File: src/rtl/axis_mem_reader_if.sv
// AXI-Stream beat bundle produced by axis_mem_reader and consumed downstream.
interface axis_mem_reader_if #(
  parameter int DATA_WIDTH = 128
);
  logic                    tvalid;
  logic                    tready;
  logic [DATA_WIDTH-1:0]   tdata;
  logic [DATA_WIDTH/8-1:0] tkeep;
  logic                    tlast;

  modport master (output tvalid, tdata, tkeep, tlast, input tready);
  modport slave  (input tvalid, tdata, tkeep, tlast, output tready);
endinterface

File: src/rtl/axis_mem_reader.sv
// Memory-to-stream reader: turns a (base, byte count) command into fixed-latency
// SRAM reads and an AXI-Stream burst with tkeep/tlast.
module axis_mem_reader #(
  parameter int DATA_WIDTH  = 128,
  parameter int ADDR_WIDTH  = 32,
  parameter int LEN_WIDTH   = 32,
  parameter int MEM_LATENCY = 2,
  parameter int FIFO_DEPTH  = MEM_LATENCY + 2
) (
  input  logic                                    aclk,
  input  logic                                    aresetn,
  input  logic                                    s_cmd_valid,
  output logic                                    s_cmd_ready,
  input  logic [ADDR_WIDTH-1:0]                   s_cmd_addr,
  input  logic [LEN_WIDTH-1:0]                    s_cmd_bytes,
  output logic                                    mem_rd_en,
  output logic [ADDR_WIDTH-$clog2(DATA_WIDTH/8)-1:0] mem_rd_addr,
  input  logic [DATA_WIDTH-1:0]                   mem_rd_data,
  axis_mem_reader_if.master                       m_axis,
  output logic                                    busy,
  output logic                                    done
);

  localparam int BPB    = DATA_WIDTH / 8;
  localparam int OFF_W  = $clog2(BPB);
  localparam int WA_W   = ADDR_WIDTH - OFF_W;
  localparam int BEAT_W = LEN_WIDTH - OFF_W + 1;
  localparam int CNT_W  = $clog2(FIFO_DEPTH + 1);
  localparam int OCC_W  = CNT_W + 1;
  localparam int PTR_W  = $clog2(FIFO_DEPTH);

  typedef enum logic [1:0] {S_IDLE, S_RUN, S_DONE} state_t;

  state_t                state_q, state_d;
  logic [WA_W-1:0]       waddr_q, rd_addr_q;
  logic [BEAT_W-1:0]     beats_q, cmd_beats;
  logic [BEAT_W-1:0]     reads_left_q, reads_left_d;
  logic [BEAT_W-1:0]     beat_cnt_q, beat_cnt_d;
  logic [OFF_W-1:0]      rem_q;
  logic [CNT_W-1:0]      inflight_q, inflight_d, cnt_q, cnt_d;
  logic [PTR_W-1:0]      wr_ptr_q, wr_ptr_d, rd_ptr_q, rd_ptr_d;
  logic [MEM_LATENCY-1:0] vld_q, vld_d;
  logic                  rd_en_q;
  logic [DATA_WIDTH-1:0] fifo_q [FIFO_DEPTH];
  logic [OCC_W-1:0]      occ;
  logic                  cmd_fire, issue, push, pop, last_beat, not_empty;
  logic                  unused_addr_lsb;

  function automatic logic [PTR_W-1:0] ptr_inc(input logic [PTR_W-1:0] p);
    return (p == PTR_W'(FIFO_DEPTH - 1)) ? '0 : p + PTR_W'(1);
  endfunction

  function automatic logic [BPB-1:0] keep_mask(input logic [OFF_W-1:0] r);
    logic [BPB:0] m;
    m = ((BPB+1)'(1) << r) - (BPB+1)'(1);
    return (r == '0) ? {BPB{1'b1}} : m[BPB-1:0];
  endfunction

  assign unused_addr_lsb = ^s_cmd_addr[OFF_W-1:0];
  assign cmd_beats = BEAT_W'(s_cmd_bytes[LEN_WIDTH-1:OFF_W]) + BEAT_W'(|s_cmd_bytes[OFF_W-1:0]);

  assign s_cmd_ready = (state_q == S_IDLE);
  assign cmd_fire    = s_cmd_valid && s_cmd_ready;
  assign not_empty   = (cnt_q != '0);
  assign pop         = not_empty && m_axis.tready;
  assign push        = vld_q[MEM_LATENCY-1];
  assign last_beat   = (beat_cnt_q == beats_q - BEAT_W'(1));

  // A beat leaving this cycle frees its slot, so credit is checked after the pop.
  assign occ   = OCC_W'(inflight_q) + OCC_W'(cnt_q) - OCC_W'(pop);
  assign issue = (state_q == S_RUN) && (reads_left_q != '0) && (occ < OCC_W'(FIFO_DEPTH));

  always_comb begin
    state_d      = state_q;
    reads_left_d = reads_left_q;
    beat_cnt_d   = beat_cnt_q;
    inflight_d   = inflight_q + CNT_W'(issue) - CNT_W'(push);
    cnt_d        = cnt_q + CNT_W'(push) - CNT_W'(pop);
    wr_ptr_d     = push ? ptr_inc(wr_ptr_q) : wr_ptr_q;
    rd_ptr_d     = pop ? ptr_inc(rd_ptr_q) : rd_ptr_q;
    vld_d        = MEM_LATENCY'({vld_q, rd_en_q});
    if (cmd_fire) begin
      reads_left_d = cmd_beats;
      beat_cnt_d   = '0;
    end
    if (issue) reads_left_d = reads_left_q - BEAT_W'(1);
    if (pop)   beat_cnt_d   = beat_cnt_q + BEAT_W'(1);
    case (state_q)
      S_IDLE:  if (cmd_fire) state_d = (cmd_beats == '0) ? S_DONE : S_RUN;
      S_RUN:   if (pop && last_beat) state_d = S_DONE;
      S_DONE:  state_d = S_IDLE;
      default: state_d = S_IDLE;
    endcase
  end

  always_ff @(posedge aclk or negedge aresetn) begin
    if (!aresetn) begin
      state_q      <= S_IDLE;
      reads_left_q <= '0;
      beat_cnt_q   <= '0;
      inflight_q   <= '0;
      cnt_q        <= '0;
      wr_ptr_q     <= '0;
      rd_ptr_q     <= '0;
      vld_q        <= '0;
      rd_en_q      <= 1'b0;
    end else begin
      state_q      <= state_d;
      reads_left_q <= reads_left_d;
      beat_cnt_q   <= beat_cnt_d;
      inflight_q   <= inflight_d;
      cnt_q        <= cnt_d;
      wr_ptr_q     <= wr_ptr_d;
      rd_ptr_q     <= rd_ptr_d;
      vld_q        <= vld_d;
      rd_en_q      <= issue;
    end
  end

  // Address, length and buffer storage carry no reset; control above qualifies them.
  always_ff @(posedge aclk) begin
    if (cmd_fire) begin
      waddr_q <= s_cmd_addr[ADDR_WIDTH-1:OFF_W];
      beats_q <= cmd_beats;
      rem_q   <= s_cmd_bytes[OFF_W-1:0];
    end else if (issue) begin
      rd_addr_q <= waddr_q;
      waddr_q   <= waddr_q + WA_W'(1);
    end
    if (push) fifo_q[wr_ptr_q] <= mem_rd_data;
  end

  assign mem_rd_en     = rd_en_q;
  assign mem_rd_addr   = rd_addr_q;
  assign m_axis.tvalid = not_empty;
  assign m_axis.tdata  = fifo_q[rd_ptr_q];
  assign m_axis.tlast  = not_empty && last_beat;
  assign m_axis.tkeep  = !not_empty ? '0 : (last_beat ? keep_mask(rem_q) : {BPB{1'b1}});
  assign busy          = cmd_fire || (state_q == S_RUN);
  assign done          = (state_q == S_DONE);

endmodule

File: src/flat_wrapper.sv
// flat-port wrapper written by rule: the top's interface ports become plain ports
module axis_mem_reader_flat 
#(
  parameter int DATA_WIDTH  = 128,
  parameter int ADDR_WIDTH  = 32,
  parameter int LEN_WIDTH   = 32,
  parameter int MEM_LATENCY = 2,
  parameter int FIFO_DEPTH  = MEM_LATENCY + 2
)
  (aclk, aresetn, s_cmd_valid, s_cmd_ready, s_cmd_addr, s_cmd_bytes, mem_rd_en, mem_rd_addr, mem_rd_data, busy, done, m_axis_tvalid, m_axis_tdata, m_axis_tkeep, m_axis_tlast, m_axis_tready);
  axis_mem_reader_if #(.DATA_WIDTH(DATA_WIDTH)) m_axis_i ();
  input  logic aclk;
  input  logic aresetn;
  input  logic s_cmd_valid;
  output logic s_cmd_ready;
  input  logic [ADDR_WIDTH-1:0] s_cmd_addr;
  input  logic [LEN_WIDTH-1:0] s_cmd_bytes;
  output logic mem_rd_en;
  output logic [ADDR_WIDTH-$clog2(DATA_WIDTH/8)-1:0] mem_rd_addr;
  input  logic [DATA_WIDTH-1:0] mem_rd_data;
  output logic busy;
  output logic done;
  output wire logic [$bits(m_axis_i.tvalid)-1:0] m_axis_tvalid;
  output wire logic [$bits(m_axis_i.tdata)-1:0] m_axis_tdata;
  output wire logic [$bits(m_axis_i.tkeep)-1:0] m_axis_tkeep;
  output wire logic [$bits(m_axis_i.tlast)-1:0] m_axis_tlast;
  input wire logic [$bits(m_axis_i.tready)-1:0] m_axis_tready;
  assign m_axis_tvalid = m_axis_i.tvalid;
  assign m_axis_tdata = m_axis_i.tdata;
  assign m_axis_tkeep = m_axis_i.tkeep;
  assign m_axis_tlast = m_axis_i.tlast;
  assign m_axis_i.tready = m_axis_tready;
  axis_mem_reader #(.DATA_WIDTH(DATA_WIDTH), .ADDR_WIDTH(ADDR_WIDTH), .LEN_WIDTH(LEN_WIDTH), .MEM_LATENCY(MEM_LATENCY), .FIFO_DEPTH(FIFO_DEPTH)) u_core (.aclk(aclk), .aresetn(aresetn), .s_cmd_valid(s_cmd_valid), .s_cmd_ready(s_cmd_ready), .s_cmd_addr(s_cmd_addr), .s_cmd_bytes(s_cmd_bytes), .mem_rd_en(mem_rd_en), .mem_rd_addr(mem_rd_addr), .mem_rd_data(mem_rd_data), .m_axis(m_axis_i), .busy(busy), .done(done));
endmodule
File: config.mk
export PLATFORM = sky130hd
export DESIGN_NAME = axis_mem_reader_flat
export DESIGN_NICKNAME = d
export VERILOG_FILES = /design/src/rtl/axis_mem_reader_if.sv /design/src/rtl/axis_mem_reader.sv /design/src/flat_wrapper.sv
export SDC_FILE = /design/constraint.sdc
export NUM_CORES = 1
export LEC_CHECK = 0
export ABC_CLOCK_PERIOD_IN_PS = 4300
export CAP_MARGIN = 20
export CORE_MARGIN = 5
export CORE_UTILIZATION = 50
export DETAILED_ROUTE_END_ITERATION = 7
export PLACE_DENSITY = 0.73
export SKIP_LAST_GASP = 1
export SLEW_MARGIN = 20
export SYNTH_ARGS = -nofsm -noshare
export SYNTH_HDL_FRONTEND = slang
export SYNTH_SLANG_ARGS = --single-unit
File: constraint.sdc
create_clock -name aclk -period 4.3 [get_ports aclk]
set_input_delay 0.86 -clock aclk [delete_from_list [all_inputs] [get_ports aclk]]
set_output_delay 0.86 -clock aclk [all_outputs]
set_load 0.03 [all_outputs]
**Run 1: clock wiring as the flow saved it**

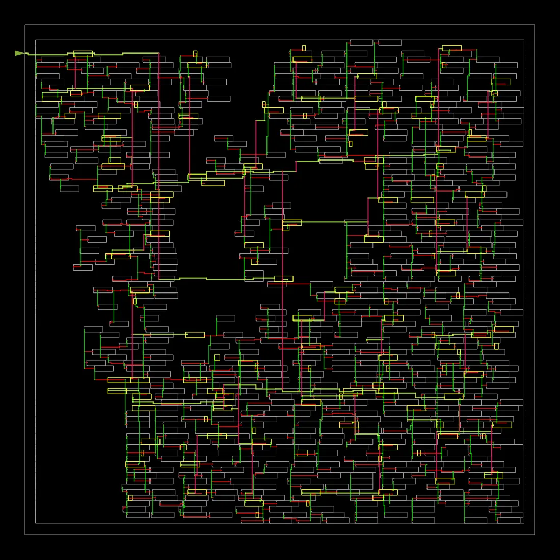
insertion delay to the later sink of the worst-skew pair: 0.61 ns
worst clock skew: 0.03077 ns
power in the clock group: 6.17 mW
clock net sink count: 674

**Run 1: placement by cell class**

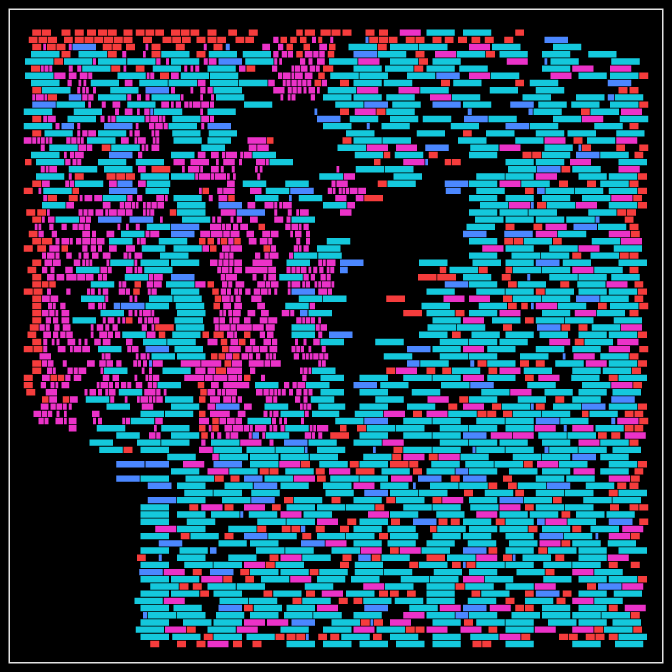
[sequential cells] cyan | cells: 674 | share of their area: 57%
[remaining buffers and delay cells] red | cells: 436 | share of their area: 12%
[clock drivers and dummy loads] blue | cells: 133 | share of their area: 7.0%
[remaining logic cells] magenta | cells: 917 | share of their area: 23%

**Run 1: routed clock nets over the placement**

Bar = 50 um.
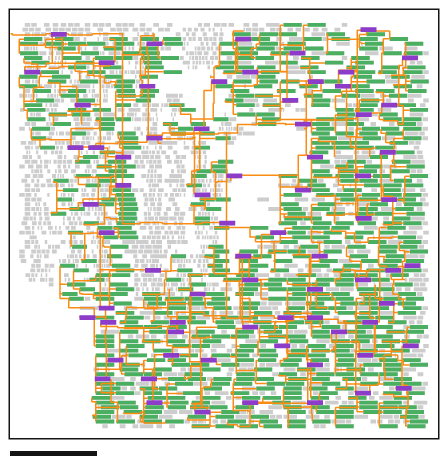
[clock wires] orange | length: 7420 um
[flip-flops] green | count: 674
[clock-net drivers] purple | count: 72
flops lie: spread over the die

==> run summary, run 1 <==
Observations from the implementation run.

Run status:
- The flow ran to the end, and the final reports show no timing, DRC or antenna violations.

Clock tree:
- The run gives the clock transition time at the flip-flop clock pins of the worst setup and hold paths as 0.06 ns.
- The run gives the CTS tree as yes.
- The run puts the maximum clock path buffer count at 3.
- The CTS report gives the tree buffer count as 72.

Synth:
- The synthesized netlist occupies a cell area of 27980 um2.
- The run gives the share of flip-flops with an asynchronous set or reset after synthesis as 0.1083.
- The run puts the post-synthesis cell count from yosys at around 1700.
- The run puts the number of standard cells after synthesis at about 1700.
- The commonest register cell is sky130_fd_sc_hd__edfxtp_1.
- Per Yosys stat, the portion of area used by sequential elements is 0.7102.

STA:
- The run gives the worst hold margin as 0.3993 ns.
- The run puts the number of endpoints with negative hold slack in the final report at 0.
- Setup repair after global routing could not meet its margin everywhere.
- In the finished design, the share of the clock period the worst path needs comes to 0.9978.
- The run gives the count of endpoints failing setup in the final report as 0.
- The run gives the minimum period implied by the final worst setup slack as 4.291 ns.
- The run gives the worst-case setup margin in the final layout as 0.009439 ns.

Drt:
- For this run, the detailed router reports a per-instance via density of 5.675.
- The run puts the iteration-0 DRC count of the detailed router at 1132.
- The run puts the detailed-route DRC error count at 0.
- For this block, the routed nets add up to 65.89 mm of wire.
- According to the report, the first pass of detailed routing completed in 5 iterations.

Critical path:
- In this design, the stage delay of the slowest critical-path cell is 0.59 ns.
- The run gives the cell count of the worst reg-to-reg path as 17.
- On the critical path, the stage with the largest delay is an instance of sky130_fd_sc_hd__or4_4.
- At the worst endpoint, the arrival time is 3.43 ns.
- The most critical setup path has its startpoint at u_core.beats_q[0].
- The critical path ends at m_axis_tkeep[10].
- The worst setup path is captured at a primary output.
- The run puts the required time of the critical path at 3.44 ns.
- The signal on the critical path passes through or4_4 > buf_6 > nor4_4 > xnor2_1 > a221o_1 > a2111oi_4 > and4_4 > and2_4 > a31oi_1 > buf_4.
- Per the timing report, the most critical flop-to-flop path finishes at u_core.reads_left_q[27].
- The startpoint identified for the worst register-to-register timing path is u_core.cnt_q[2].

Final layout:
- The run gives the utilization of the core after routing as 0.6425.
- The run puts the fraction of layout cells with a size suffix above 1 at 0.1718.
- The run gives the area of all sequential standard cells as a little under 20000 um2.
- In the final layout, the multi-input gates occupy slightly below 8000 um2.
- The run puts the area of all placed cells without fillers at 35540 um2.
- The run puts the synthesis-to-layout area growth at 26.99%.
- The run gives the number of non-filler instances in the completed layout as 2917.

Job:
- The run puts the count of maximum capacitance violations at 0.

Floorplanning:
- The chip occupies 60800 um2.
- The run puts the core utilization at floorplan at 0.5059.
- Per the OpenROAD floorplan log, the width of the die is 246.6 um.

Power and ir drop:
- The design draws 23.59 mW.
- The run puts the leakage component of the power at 11.89 nW.
- For this design the ratio of total power to cell area is 663.7 nW/um2.

GRT:
- The run gives the via count of the first global-routing pass as 16840.
- Per the GRT congestion report, total overflow comes to 0.
- The initial antenna violation count came to 16.

Place:
- The run gives the post-place setup slack as -0.1256 ns.
- The run gives the routability-driven placement congestion ratio as 0.8735.
[run 1: kinds of logic (layout without fill, tap and decap cells)]
group,count (synthesis),in the layout,share of synthesized area
AOI/OAI and AO/OA,190,190,0.04453
xor gates and xnor gates,97,97,0.03036
adders and majority gates,24,24,0.01127
buffers and inverters,121,612,0.01784
DFF,674,674,0.7102
muxes,138,138,0.1066
other,0,9,0
and+or+nand+nor,424,425,0.07919
[run 1: synth_stat cells (18+ instances only)]
master / instances
sky130_fd_sc_hd__dfrtp_1: 73
sky130_fd_sc_hd__mux4_2: 128
sky130_fd_sc_hd__o21ai_0: 67
sky130_fd_sc_hd__ha_1: 22
sky130_fd_sc_hd__xnor2_1: 51
sky130_fd_sc_hd__nand3_1: 58
sky130_fd_sc_hd__nor4_1: 24
sky130_fd_sc_hd__a21oi_1: 20
sky130_fd_sc_hd__xor2_1: 46
sky130_fd_sc_hd__buf_1: 18
sky130_fd_sc_hd__nor2_1: 63
sky130_fd_sc_hd__clkbuf_1: 49
sky130_fd_sc_hd__nand2_1: 120
sky130_fd_sc_hd__edfxtp_1: 601
sky130_fd_sc_hd__nor3_1: 38
sky130_fd_sc_hd__inv_1: 42
sky130_fd_sc_hd__nand4_1: 26
[run 1: timing repair]
action,4_1_cts,5_1_grt
resized,118,27
pin swaps,11,6
setup endpoints to repair,16,16
buffers inserted,6,5
gates cloned,1,0
hold buffers,0,0
[run 1: critical path, delay by kind of cell, from the launching register on]
family / cells / cell delay (ns)
compound gates: 3 / 0.73
xor+xnor: 1 / 0.10
buf+inv: 2 / 0.33
simple gates: 4 / 1.27
flops: 1 / 0.41
[run 1: power by group]
part / leakage [nW] / switching, mW / internal (mW) / total, mW
clock network: 1.17 / 2.51 / 3.66 / 6.17
registers: 6.39 / 0.693 / 8.51 / 9.20
logic: 4.34 / 4.71 / 3.51 / 8.22
[run 1: flip-flops by register name, indices dropped and copies added (netlist names), 3 cells and up]
| name | flops |
|---|---|
| u_core.mem_rd_addr | 28 |
| u_core.cnt_q | 3 |
| u_core.beats_q | 29 |
| u_core.rem_q | 4 |
| u_core.beat_cnt_q | 29 |
| u_core.waddr_q | 28 |
| u_core.reads_left_q | 29 |
| u_core.fifo_q | 512 |
| u_core.inflight_q | 3 |
[run 1: metal layers]
metal  GRT usage  routed length, um  vias to the layer above
met5           0                 88                        -
met4     0.06646               1765                       14
met3     0.06129               4835                      128
met2      0.3571              33380                      513
met1      0.2764              25810                     8371
li1            -                  -                     7528
[run 1: worst min path at each step]
stage,cells past startpoint,endpoint,slack [ns]
global placement,0,u_core.vld_q[1],0.41
global route,0,u_core.vld_q[1],0.45
detailed placement,0,u_core.vld_q[1],0.43
CTS,1,u_core.state_q[1],0.42
finish,1,u_core.state_q[1],0.40
floorplan,0,u_core.vld_q[1],0.33
[run 1: final cells by class]
| cell class | instances | area share |
|---|---|---|
| sequential | 674 | 0.5595 |
| multi-input combinational | 874 | 0.2197 |
| timing repair buffer | 436 | 0.1213 |
| clock buffer | 92 | 0.05451 |
| tap | 748 | 0.02634 |
| clock inverter | 41 | 0.01345 |
| inverter | 43 | 0.004577 |
| antenna | 9 | 0.0006338 |
**Run 1: sequential cells coloured by netlist name**

Other sequential cells in the stronger grey, the rest of the logic in the fainter grey.
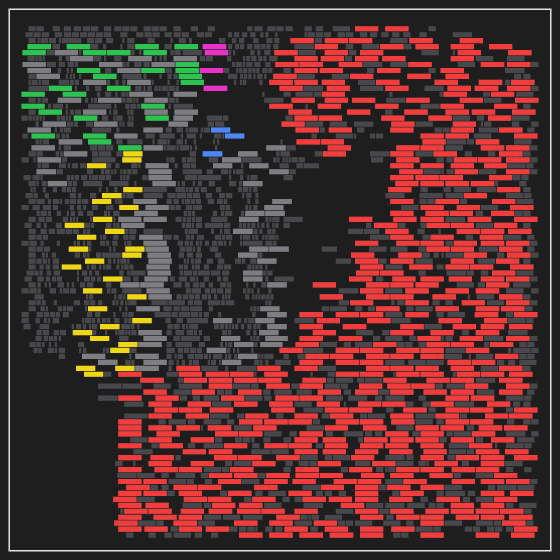

==> inputs of run 2 (changes only) <==
Settings changed: PLACE_DENSITY 0.73 to not set, PLACE_DENSITY_LB_ADDON set to 0.12.
**Run 2: sequential cells coloured by netlist name**

Other sequential cells in the stronger grey, the rest of the logic in the fainter grey.
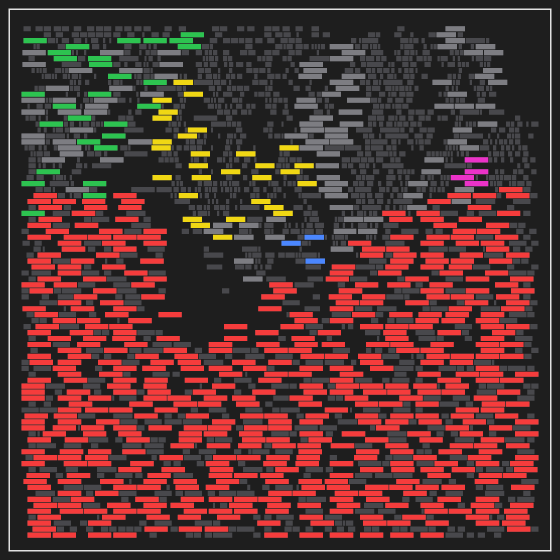
[u_core.cnt_q] blue | flops: 3
[u_core.rem_q] magenta | flops: 4
[u_core.fifo_q] red | flops: 512
[u_core.mem_rd_addr] green | flops: 28 | where: upper left
[u_core.reads_left_q] yellow | flops: 29
not coloured: 98

==> run 2 against run 1 <==
The run now ends with negative setup slack left. Register-to-register slack got worse by 0.23 ns. Worst hold slack got worse by 0.25 ns. Cell area fell by 0.43%. Largest power group unchanged. Non-clock buffer count is 4 higher.
==> run summary, run 2 <==
Observations from the implementation run.

Run status:
- Run status: finished, violations left (was finished, final reports clean).
- The checks that failed: negative setup slack.

Floorplanning:
- The core utilization at floorplan was 0.5059 (unchanged).
- The die span in y is 246.6 um (unchanged).
- The number of ports placed on the die boundary was 374 (unchanged).
- The run gives the core area as 55310 um2 (unchanged).
- The die area was 60800 um2 (unchanged).
- The run gives the horizontal die size as 246.6 um (unchanged).

Synth:
- The post-synthesis cell count from yosys is 1668 (unchanged).
- The run gives the cell area after synthesis as 27980 um2 (unchanged).
- The run puts the number of standard cells after synthesis at 1668 (unchanged).
- The run gives the most frequent cell after synthesis as sky130_fd_sc_hd__edfxtp_1 (unchanged).
- Cell area leaders: sky130_fd_sc_hd__edfxtp_1 (64%), sky130_fd_sc_hd__mux4_2 (10%), sky130_fd_sc_hd__dfrtp_1 (6.5%) (unchanged).
- The run gives the sequential share of the synthesized area as 0.7102 (unchanged).
- Most frequent cells after synthesis: sky130_fd_sc_hd__edfxtp_1 (601), sky130_fd_sc_hd__mux4_2 (128), sky130_fd_sc_hd__nand2_1 (120) (unchanged).
- The run puts the number of synthesized register bits at 674 (unchanged).
- The top flip-flop cell by instance count after synthesis was sky130_fd_sc_hd__edfxtp_1 (unchanged).
- The run gives the share of flip-flops with an asynchronous set or reset after synthesis as 0.1083 (unchanged).
- The cell taking the most area after synthesis was sky130_fd_sc_hd__edfxtp_1 (unchanged).
- The run gives the area fraction of the dominant cell type after synthesis as 0.6449 (unchanged).

Place:
- The run puts the detailed placement HPWL at 43.16 mm (was 43.88 mm).
- The run gives the post-place setup slack as -0.1277 ns (was -0.1256 ns).
- The run puts the routability-driven placement congestion ratio at 0.8505 (was 0.8735).
- The run puts the post-place instance area at 32900 um2 (was 32880 um2).
- The number of buffer cells added on primary ports came to 369 (unchanged).

Final layout:
- The register with the most flip-flops is u_core.fifo_q (unchanged).
- The run gives the synthesis-to-layout area growth as 26.45% (was 26.99%).
- The run puts the fraction of layout cells with a size suffix above 1 at 0.1628 (was 0.1718).
- The run gives the area of all placed cells without fillers as 35380 um2 (was 35540 um2).
- The run puts the number of flip-flops in the largest register at 512 (unchanged).
- The highest-count logic cell in the final layout is sky130_fd_sc_hd__edfxtp_1 (unchanged).

Power and ir drop:
- The run puts the total power of the final layout at 23.22 mW (was 23.59 mW).
- The leakage component of the power is 11.82 nW (was 11.89 nW).
- The run gives the power density of the placed cells as 656.3 nW/um2 (was 663.7 nW/um2).
- The run gives the worst voltage drop across the vdd grid as 0.0005651 V (was 0.0004711 V).

Clock tree:
- The CTS tree was yes (unchanged).
- The run puts the number of buffers created by CTS at 70 (was 72).
- The insertion delay to the later sink of the worst-skew pair was 0.61 ns (about the same).
- The maximum clock path buffer count came to 3 (unchanged).
- The run puts the number of clock sinks at 674 (unchanged).
- The cell at the root of the clock tree was sky130_fd_sc_hd__clkbuf_16 (unchanged).
- The run puts the clock transition time at the flip-flop clock pins of the worst setup and hold paths at 0.06 ns (about the same).

STA:
- The run gives the minimum period implied by the final worst setup slack as 4.348 ns (was 4.291 ns).
- The run gives the worst-case setup margin in the final layout as -0.04807 ns (was 0.009439 ns).
- The number of pins with negative max-slew slack in the final report was 0 (unchanged).
- The run gives the worst setup skew after layout as 0.02570 ns (was 0.03077 ns).
- The run gives the highest clock rate as 230.0 MHz (was 233.1 MHz).
- The run gives the count of endpoints failing setup in the final report as 13 (was 0).
- Setup repair after global routing missed its margin: true (unchanged).
- The run gives the portion of the clock cycle consumed by the worst path in the final layout as 1.011 (was 0.9978).
- The run gives the tightest slew margin relative to the limit as 0.3700 (was 0.3588).
- The run puts the number of endpoints with negative hold slack in the final report at 0 (unchanged).

Hold path:
- The worst min-delay path class is in -> async (unchanged).

Drt:
- The iteration-0 DRC count of the detailed router is 1079 (was 1132).
- The remaining number of nets flagged by the antenna check after routing is 0 (unchanged).
- The number of search-and-repair iterations in the first detailed-routing pass was 5 (unchanged).
- The run puts the via count normalized by instance count at 5.643 (was 5.675).
- The run gives the detailed-route DRC error count as 0 (unchanged).
- The run gives the routed length per instance as 22.41 um (was 22.59 um).
- The run puts the total wirelength of the detailed-routed design at 65.17 mm (was 65.89 mm).

Critical path:
- The run gives the worst flop-to-flop path endpoint as u_core.reads_left_q[25] (was u_core.reads_left_q[27]).
- The startpoint class of the critical path is a register (unchanged).
- The startpoint-to-endpoint class of the critical path is reg -> out (unchanged).
- The kind of end point of the critical path is a primary output (unchanged).
- The required time of the critical path was 3.44 ns (about the same).
- The source of the worst register-to-register timing path is u_core.cnt_q[2] (unchanged).
- The run gives the launching element of the worst setup path as u_core.beats_q[21] (was u_core.beats_q[0]).
- The critical path capture point is m_axis_tkeep[13] (was m_axis_tkeep[10]).
- The cell count of the worst reg-to-reg path was 17 (unchanged).
- The run puts the slack of the worst reg-to-reg path at 0.39 ns (was 0.62 ns).
- The run puts the data arrival time of the critical path at 3.49 ns (was 3.43 ns).

GRT:
- The run puts the via count of the first global-routing pass at 16590 (was 16840).
- The run puts the all-layer global routing usage at 0.2118 (was 0.2145).
- The run puts the initial antenna violation count at 7 (was 16).
- The run gives the overflow left after global routing as 0 (unchanged).

Job:
- The count of maximum capacitance violations was 0 (unchanged).
run 2: logic make-up (layout without fill, tap and decap cells):
kind of cell             after synthesis  count (layout)  synth area share
AND-OR/OR-AND                        190             190           0.04453
XOR/XNOR                              97              97           0.03036
adder cells (fa/ha/maj)               24              24           0.01127
buffers and inverters                121             609           0.01784
flip-flops                           674             674            0.7102
multiplexers                         138             138            0.1066
other                                  0               4                 0
AND/OR/NAND/NOR                      424             424           0.07919
run 2: cell type report:
cell class | count | area [um2]
antenna | 4 | 10.01
fill | 4048 | 19920
inverter | 43 | 162.7
clock buffer | 98 | 1878
tap | 748 | 935.9
multi-input combinational | 873 | 7774
sequential | 674 | 19880
clock inverter | 28 | 359.1
timing repair buffer | 440 | 4383
run 2: worst min-delay path by stage:
stage                          startpoint               endpoint
after floorplan           u_core.vld_q[0]        u_core.vld_q[1]
after global placement    u_core.vld_q[0]        u_core.vld_q[1]
after detailed placement  u_core.vld_q[0]        u_core.vld_q[1]
after CTS                 u_core.vld_q[0]        u_core.vld_q[1]
after global routing              aresetn  u_core.beat_cnt_q[17]
final                             aresetn  u_core.beat_cnt_q[17]
run 2: critical path, cell delays in order, from the launching register on:
cell                       delay, ns
sky130_fd_sc_hd__edfxtp_1       0.39
sky130_fd_sc_hd__or4_4          0.58
sky130_fd_sc_hd__or4_4          0.53
sky130_fd_sc_hd__nor4_4         0.14
sky130_fd_sc_hd__o211a_1        0.21
sky130_fd_sc_hd__o22ai_2        0.10
sky130_fd_sc_hd__nor4_2         0.32
sky130_fd_sc_hd__and2_4         0.22
sky130_fd_sc_hd__buf_12         0.13
sky130_fd_sc_hd__a31oi_1        0.09
sky130_fd_sc_hd__buf_4          0.19
run 2: metrics by stage:
step / TNS, ns / util / cells / hold WS [ns]
floorplan: 0 / - / 1668 / 0.3312
global placement: -0.8138 / 0.5949 / 2765 / 0.3335
detailed placement: -1.654 / 0.5949 / 2765 / 0.3434
CTS: -0.004725 / 0.6357 / 2894 / 0.3557
global route: -2.810 / 0.6397 / 2906 / 0.1495
finish: -0.3124 / 0.6398 / 2908 / 0.1520
run 2: power by group:
| part | internal [mW] | switching (mW) | total [mW] |
|---|---|---|---|
| Combinational | 3.52 | 4.70 | 8.22 |
| Sequential | 8.50 | 0.649 | 9.15 |
| Clock | 3.35 | 2.50 | 5.85 |
run 2: repair_timing:
item,in CTS,in global routing
resized,99,42
buffers inserted,3,10
pin swaps,4,8
hold endpoints to repair,0,0
hold buffers,0,0
endpoints found under the setup margin,16,16
run 2: per-layer routing:
metal	vias up	part of all wire	GRT usage	routed length (um)
met5	-	0.00032	0	21
met4	4	0.019	0.05727	1263
met3	84	0.074	0.05522	4804
met2	497	0.49	0.3393	31640
met1	8310	0.42	0.2927	27450
li1	7516	-	-	-
Power and IR drop assume default switching activity.
